$ cat src/rtl/mem_access_guard.sv
// Memory-access guard: a region table classifies each load/store; the first fault is held in a capture register.
// Latency is 1 cycle from request to res_*, and capture/err_cnt follow one cycle after res_*. There is no backpressure: one check per cycle.
// The optional saturating fault counter is enabled by defining MAG_ERRCNT_EN; otherwise err_cnt is tied to 0.
module mem_access_guard #(
  parameter int ADDR_W      = 32,
  parameter int NUM_REGIONS = 8,
  parameter int IDX_W       = 3,
  parameter int CNT_W       = 16
) (
  input  logic              clk,
  input  logic              reset,
  input  logic              chk_valid,
  input  logic [ADDR_W-1:0] chk_addr,
  input  logic [1:0]        chk_size,
  input  logic              chk_write,
  output logic              res_valid,
  output logic              res_error,
  output logic [2:0]        res_cause,
  input  logic              cfg_we,
  input  logic [IDX_W-1:0]  cfg_idx,
  input  logic [1:0]        cfg_sel,
  input  logic [ADDR_W-1:0] cfg_wdata,
  output logic              cap_valid,
  output logic [ADDR_W-1:0] cap_addr,
  output logic [2:0]        cap_cause,
  output logic              cap_write,
  input  logic              cap_clr,
  output logic [CNT_W-1:0]  err_cnt
);

  localparam logic [2:0] C_NONE = 3'd0;
  localparam logic [2:0] C_SIZE = 3'd1;
  localparam logic [2:0] C_ALGN = 3'd2;
  localparam logic [2:0] C_RNGE = 3'd3;
  localparam logic [2:0] C_WDTH = 3'd4;
  localparam logic [2:0] C_RDON = 3'd5;

  logic [ADDR_W-1:0] r_base  [NUM_REGIONS];
  logic [ADDR_W-1:0] r_limit [NUM_REGIONS];
  logic [2:0]        r_attr  [NUM_REGIONS];

  logic              r_res_valid;
  logic              r_res_error;
  logic [2:0]        r_res_cause;
  logic [ADDR_W-1:0] r_res_addr;
  logic              r_res_write;

  logic              r_cap_valid;
  logic [ADDR_W-1:0] r_cap_addr;
  logic [2:0]        r_cap_cause;
  logic              r_cap_write;

  logic              w_hit;
  logic              w_ro;
  logic              w_wo;
  logic [2:0]        w_cause;

  always_ff @(posedge clk or negedge reset) begin
    if (!reset) begin
      for (int i = 0; i < NUM_REGIONS; i++) begin
        r_base[i]  <= '0;
        r_limit[i] <= '0;
        r_attr[i]  <= '0;
      end
    end else if (cfg_we && (int'(cfg_idx) < NUM_REGIONS)) begin
      case (cfg_sel)
        2'd0:    r_base[cfg_idx]  <= cfg_wdata;
        2'd1:    r_limit[cfg_idx] <= cfg_wdata;
        2'd2:    r_attr[cfg_idx]  <= cfg_wdata[2:0];
        default: ;
      endcase
    end
  end

  // Scan from the top so the lowest matching index is the one left standing.
  always_comb begin
    w_hit = 1'b0;
    w_ro  = 1'b0;
    w_wo  = 1'b0;
    for (int i = NUM_REGIONS - 1; i >= 0; i--) begin
      if (r_attr[i][0] && (chk_addr >= r_base[i]) && (chk_addr <= r_limit[i])) begin
        w_hit = 1'b1;
        w_ro  = r_attr[i][1];
        w_wo  = r_attr[i][2];
      end
    end
  end

  always_comb begin
    w_cause = C_NONE;
    if (chk_size == 2'd3)
      w_cause = C_SIZE;
    else if ((chk_size == 2'd2 && chk_addr[1:0] != 2'b00) || (chk_size == 2'd1 && chk_addr[0]))
      w_cause = C_ALGN;
    else if (!w_hit)
      w_cause = C_RNGE;
    else if (w_wo && chk_size != 2'd2)
      w_cause = C_WDTH;
    else if (chk_write && w_ro)
      w_cause = C_RDON;
  end

  always_ff @(posedge clk or negedge reset) begin
    if (!reset) begin
      r_res_valid <= 1'b0;
      r_res_error <= 1'b0;
      r_res_cause <= '0;
      r_res_addr  <= '0;
      r_res_write <= 1'b0;
    end else begin
      r_res_valid <= chk_valid;
      r_res_error <= chk_valid && (w_cause != C_NONE);
      r_res_cause <= chk_valid ? w_cause : C_NONE;
      r_res_addr  <= chk_addr;
      r_res_write <= chk_write;
    end
  end

  // A clear in the same cycle as a fault frees the register for that fault.
  always_ff @(posedge clk or negedge reset) begin
    if (!reset) begin
      r_cap_valid <= 1'b0;
      r_cap_addr  <= '0;
      r_cap_cause <= '0;
      r_cap_write <= 1'b0;
    end else if (r_res_error && (!r_cap_valid || cap_clr)) begin
      r_cap_valid <= 1'b1;
      r_cap_addr  <= r_res_addr;
      r_cap_cause <= r_res_cause;
      r_cap_write <= r_res_write;
    end else if (cap_clr) begin
      r_cap_valid <= 1'b0;
    end
  end

`ifdef MAG_ERRCNT_EN
  logic [CNT_W-1:0] r_err_cnt;

  always_ff @(posedge clk or negedge reset) begin
    if (!reset)
      r_err_cnt <= '0;
    else if (cap_clr)
      r_err_cnt <= r_res_error ? CNT_W'(1) : '0;
    else if (r_res_error && (r_err_cnt != '1))
      r_err_cnt <= r_err_cnt + CNT_W'(1);
  end

  assign err_cnt = r_err_cnt;
`else
  assign err_cnt = '0;
`endif

  assign res_valid = r_res_valid;
  assign res_error = r_res_error;
  assign res_cause = r_res_cause;
  assign cap_valid = r_cap_valid;
  assign cap_addr  = r_cap_addr;
  assign cap_cause = r_cap_cause;
  assign cap_write = r_cap_write;

endmodule

$ cat config.mk
export PLATFORM = sky130hd
export DESIGN_NAME = mem_access_guard
export DESIGN_NICKNAME = d
export VERILOG_FILES = /design/src/rtl/mem_access_guard.sv
export SDC_FILE = /design/constraint.sdc
export NUM_CORES = 1
export LEC_CHECK = 0
export CORE_ASPECT_RATIO = 0.7
export CORE_MARGIN = 1
export CORE_UTILIZATION = 56
export CTS_CLUSTER_DIAMETER = 200
export DETAILED_ROUTE_END_ITERATION = 8
export GPL_ROUTABILITY_DRIVEN = 0
export PLACE_DENSITY = 0.74
export SLEW_MARGIN = 25
export SYNTH_ARGS = -nofsm -noshare
export SYNTH_HDL_FRONTEND = slang
export SYNTH_SLANG_ARGS = --single-unit
$ cat constraint.sdc
create_clock -name clk -period 2.8 [get_ports clk]
set_input_delay 0.42 -clock clk [delete_from_list [all_inputs] [get_ports clk]]
set_output_delay 0.42 -clock clk [all_outputs]
set_load 0.02 [all_outputs]
==> results.yml <==
# yosys + openroad results
yosys:
  flop_cell: "dfrtp_1"
  yosys_area_um2: 35000
  xor_share_pct: 0
  ys_cells: 3455
status:
  violations: "negative setup slack"
  status: "finished with violations"
timing:
  setup_viol: 4
  fin_skew_ns: 0.0240
  min_period_over_period_pct: 121
  setup_ws_ns: -0.602
power_and_ir_drop:
  p_int_w: 0.0200
  maxPowerGroup: "registers"
  pwr-share-clk_pct: 27.5
  peakVddDrop_mv: 0.545
setup_path:
  critPathTopFamily: "simple AND/OR/NAND/NOR gates"
  path_common_cell: "nand4_1"
  worstSetupStartpointType: "primary input"
floorplan:
  boundaryPins: 135
grt:
  top_usage_layer: "met2"
clocking:
  clkSinkCount: 611
drt:
  drtIter0Drc: 2126
  drc: 0
final_layout:
  regArea_um2: 15300
  largest_cell_class: "multi-input combinational cells"
  n_clock_buffer: 85
path summary, 6_finish.rpt:
kind	depth (start not counted)	slack, ns	end
setup / recovery	12	-0.60	res_error$_DFF_PN0_
max in group asynchronous	3	1.61	r_base[106]$_DFFE_PN0P_
hold reg to reg	1	0.48	cap_addr[15]$_DFFE_PN0P_
hold / removal	2	0.18	r_res_addr[0]$_DFF_PN0_
min in group asynchronous	2	0.38	r_limit[129]$_DFFE_PN0P_
setup reg to reg	11	-0.60	res_error$_DFF_PN0_
per-stage QoR:
| step | setup WS (ns) | utilization (%) | area (µm²) | total power (W) |
|---|---|---|---|---|
| floorplan | -0.335 | - | 35100 | 0.0168 |
| global route | -0.765 | 70.8 | 43600 | 0.0311 |
| global placement | -1.35 | 65.1 | 40100 | 0.0201 |
| detailed placement | -1.45 | 65.1 | 40100 | 0.0206 |
| CTS | -0.506 | 70.6 | 43500 | 0.0293 |
| finish | -0.602 | 70.8 | 43600 | 0.0294 |
registers in the layout (all words and copies together) (netlist names), 3 cells and up:
| name | count |
|---|---|
| r_limit | 256 |
| res_cause | 3 |
| r_base | 256 |
| cap_addr | 32 |
| r_attr | 24 |
| cap_cause | 3 |
| r_res_addr | 32 |
cell usage in the layout (no fill, tap or decap), types with 40 or more instances in the layout:
cell and count:
dfrtp_1 611, inv_1 500, ha_1 474, nand2_1 363, buf_4 326, mux2_2 323
o21ai_0 322, a21oi_1 160, clkdlybuf4s50_1 87, nand4_1 77, clkbuf_16 61, nor2_1 58
buf_12 53, nand3_1 40
per-layer routing:
metal	vias up	wire, µm	part of all wire (%)
li1	12900	-	-
met1	13500	45600	47
met2	886	42300	44
met3	141	7140	7.3
met4	0	2130	2.2
met5	-	0	0
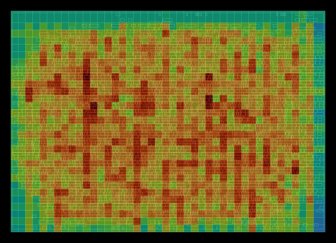
(congestion heat map)
wire length per cell: 20.2 µm
GRT met2 Usage: 47.7%
total routing usage reported by global routing: 31.2%
utilization after layout: 70.8%

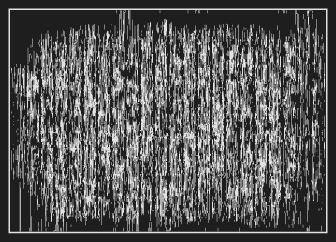
(metal 2)
The layer carries 42.3 mm of wire. The longest straight run is 67.0 µm. The wires run mostly vertical.

Power is estimated from default activity; no workload was simulated.
